**Run 1: placed cells, one color a class**

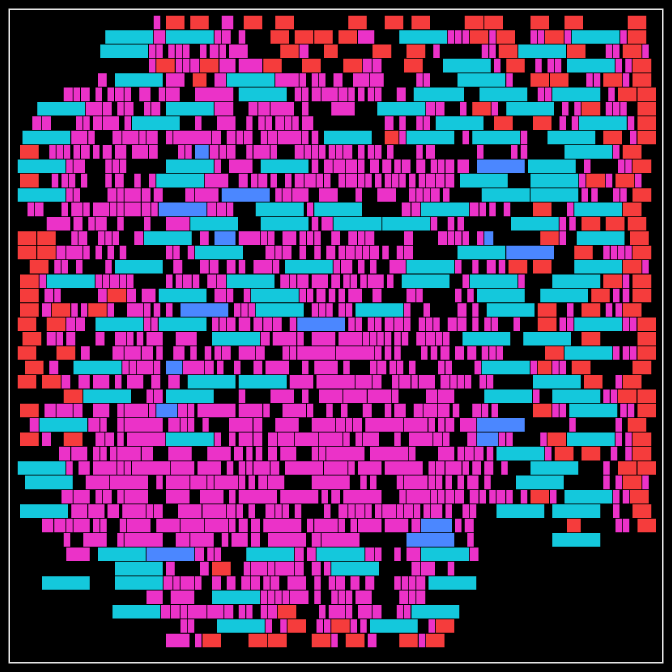
**Run 1: logic cells by family**

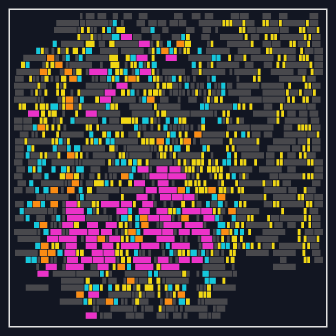
**Run 1: where the registers sit**

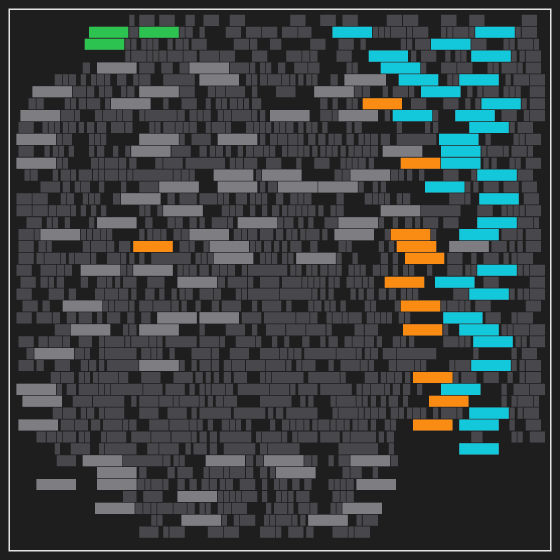
==> config.mk <==
export PLATFORM = sky130hd
export DESIGN_NAME = cae_sched
export DESIGN_NICKNAME = d
export VERILOG_FILES = /design/src/rtl/cae_sched.sv
export SDC_FILE = /design/constraint.sdc
export NUM_CORES = 1
export LEC_CHECK = 0
export ABC_AREA = 1
export CAP_MARGIN = 20
export CORE_UTILIZATION = 55
export DETAILED_ROUTE_END_ITERATION = 12
export MAX_ROUTING_LAYER = met4
export PLACE_DENSITY = 0.82
export REMOVE_ABC_BUFFERS = 1
export SLEW_MARGIN = 20
export SYNTH_ARGS = -nofsm -noshare
export SYNTH_HDL_FRONTEND = slang
export SYNTH_SLANG_ARGS = --single-unit
==> constraint.sdc <==
create_clock -name clk -period 5.37 [get_ports clk]
set_input_delay 1.611 -clock clk [delete_from_list [all_inputs] [get_ports clk]]
set_output_delay 1.611 -clock clk [all_outputs]
set_load 0.02 [all_outputs]
==> qor.yml, run 1 <==
run_status:
  status: "finished, final reports clean"
routing:
  drc: 0
  vias: 7542
  ant_nets: 0
  wl_met2_mm: 10.08
  drt-pass1-iter-count: 5
  routed-wl-met3_mm: 1.589
clock_network:
  cts_tree: "yes"
  clkTransAtPathRegs_ns: 0.08
setup_path:
  worstPathRequired_ns: 3.76
  crit_cells: 13
cells_and_area:
  fillers: 1177
  n_all_inverters: 156
  comb_area_um2: 4588
  layout.nonclk_buf_frac: 0.1415
  lay_top_cells: "nand2_1 (307), inv_1 (147), clkdlybuf4s50_1 (136), dfrtp_1 (110), nor2_1 (71)"
  comb_cells: 782
  ff_count: 111
hold_path:
  hold_class: "reg2reg"
  holdPathStages: 2
die:
  die_y_um: 123.4
global_route:
  antenna_found_initial: 0
  grt_first_pass_wirelength_mm: 34.53
  track_usage: 0.3058
synthesis:
  synth_seq_share: 0.3426
  xor_share: 0.04861
  common_cells: "nand2_1 (307), inv_1 (148), dfrtp_1 (111), nor2_1 (71), o21ai_0 (70)"
  syn_inst: 1077
  yosysTopAreaCellShare: 0.3426
  ys_ff: 111
placed_design:
  dp_cells: 1374
final_timing:
  timing.final.crit_share: 0.8593
  timing.final.ws_setup_ns: 0.7557
  setup_viol: 0
  fin_hold_ws_ns: 0.4842
power:
  power_switching_mw: 1.124
  p_comb_mw: 1.07
  power.total_mw: 2.862
  p_clk_frac: 0.240
flow_run:
  cap_violations: 0
Back to the opening pictures, 'placed cells, one color a class':
| color | class | cells | share of their area |
|---|---|---|---|
| magenta | all other logic | 938 | 54% |
| red | other buffers and delay cells | 141 | 14% |
| cyan | flops | 111 | 29% |
| blue | clock drivers and dummy loads | 16 | 3.1% |
total core area: 14,480 um2
Final Cell Area: 9884 um2
Core Util, Final: 0.6827
Rows: 44
Seq area share: 0.2811

Back to the opening pictures, 'logic cells by family':
| color | family | cells | most used |
|---|---|---|---|
| cyan | inverting AOI/OAI gates | 145 | o21ai_0 |
| orange | XOR/XNOR gates | 45 | xor2_1 |
| magenta | adder and majority cells | 83 | ha_1 |
| yellow | NAND gates | 396 | nand2_1 |
non-filler instance count after layout: 1,390
Top cell excl fill/tap: nand2_1
combinational share of cell area: 0.4642

Back to the opening pictures, 'where the registers sit':
| color | name in the netlist | sequential cells |
|---|---|---|
| orange | out_addr | 12 |
| green | state | 3 |
| cyan | out_data | 32 |
Sequential Area: 2779 um2
Sequential Power: 1.11 mW

--- run 2 (diff from run 1) ---
CORE_UTILIZATION = 40   (was 55)
PLACE_DENSITY = unset   (was 0.82)
==> qor.yml, run 2 <==
run_status:
  status: "finished, final reports clean"
synthesis:
  common_cells: "nand2_1 (307), inv_1 (148), dfrtp_1 (111), nor2_1 (71), o21ai_0 (70)"
  synth_seq_share: 0.3426  # unchanged
  ys_ff: 111  # unchanged
  syn_inst: 1077  # unchanged
  yosysTopAreaCellShare: 0.3426  # unchanged
  largest_area_cell: "dfrtp_1"
die:
  die_y_um: 144.4  # +17%
routing:
  ant_nets: 0  # unchanged
  vias: 7317  # -3.0%
  wl_met1_mm: 10.92
  routed-wl-met3_mm: 1.593  # +0.25%
  wl_met2_mm: 10.27  # +1.9%
  drc: 0  # unchanged
setup_path:
  crit_cells: 13  # unchanged
  path_cells: "ha_1 -> a21oi_1 -> nand2_1 -> nand2_1 -> nand2_1 -> a21oi_1 -> nor2_1 -> o21ai_0 -> nand2_1 -> nand2_1 -> nand3_1 -> o21ai_0 -> clkdlybuf4s50_1"
  worstPathRequired_ns: 3.76  # about the same
global_route:
  grt_first_pass_wirelength_mm: 36.43  # +5.5%
  top_usage_layer: "met2"
  track_usage: 0.2362  # -0.06955
  antenna_found_initial: 0  # unchanged
clock_network:
  clkTransAtPathRegs_ns: 0.08  # about the same
  cts_tree: "yes"
cells_and_area:
  register_area_um2: 2779  # unchanged
  comb_area_um2: 4588  # unchanged
  n_all_inverters: 156  # unchanged
  lay_top_cells: "nand2_1 (307), inv_1 (147), clkdlybuf4s50_1 (136), dfrtp_1 (110), nor2_1 (71)"
  fillers: 1964  # +67%
power:
  p_seq_mw: 1.11  # about the same
  p_comb_mw: 1.07  # about the same
  power_switching_mw: 1.150  # +2.4%
  p_clk_frac: 0.249  # +0.009
placed_design:
  dp_cells: 1454  # +5.8%
  placed_area_um2: 9692
hold_path:
  hold_class: "reg2reg"
  holdPathStages: 2  # unchanged
final_timing:
  timing.final.ws_setup_ns: 0.7901  # +0.03438 ns
  fin_hold_ws_ns: 0.4795  # -0.004632 ns
  timing.final.crit_share: 0.8529  # -0.006402
flow_run:
  cap_violations: 0  # unchanged
  tool_warnings: 32
**Run 2: logic cells by family**

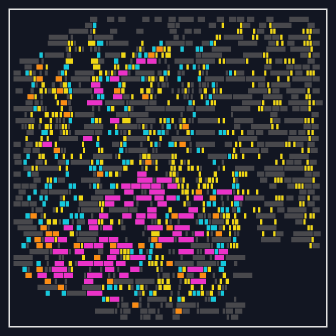
| color | family | cells | most used |
|---|---|---|---|
| magenta | adder and majority cells | 83 | ha_1 |
| cyan | inverting AOI/OAI gates | 145 | o21ai_0 |
| orange | XOR/XNOR gates | 45 | xor2_1 |
| yellow | NAND gates | 396 | nand2_1 |
combinational share of cell area: 0.4583
non-filler instance count after layout: 1,470

**Run 2: placed cells, one color a class**

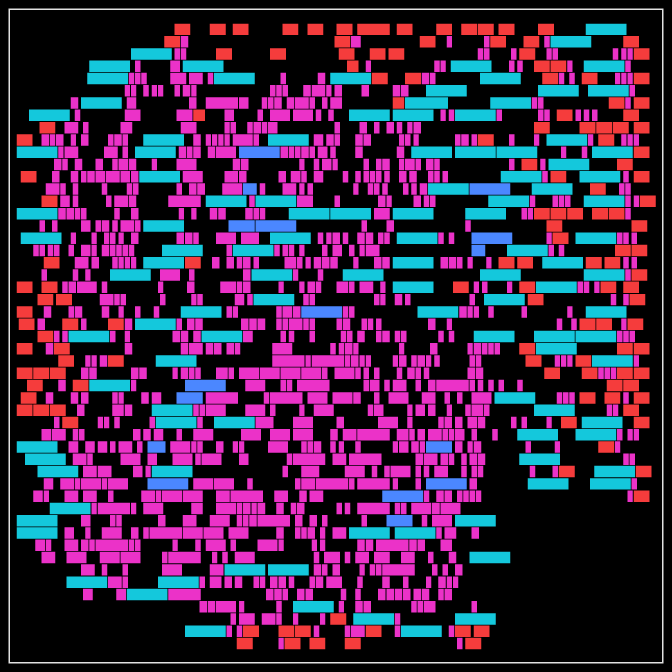
| color | class | cells | share of their area |
|---|---|---|---|
| blue | clock drivers and dummy loads | 16 | 3.3% |
| magenta | all other logic | 938 | 53% |
| red | other buffers and delay cells | 140 | 15% |
| cyan | flops | 111 | 29% |
Final Cell Area: 10,010 um2
Rows: 51
Core Util, Final: 0.5094
total core area: 19,650 um2
Seq area share: 0.2776

Power and IR drop assume default switching activity.
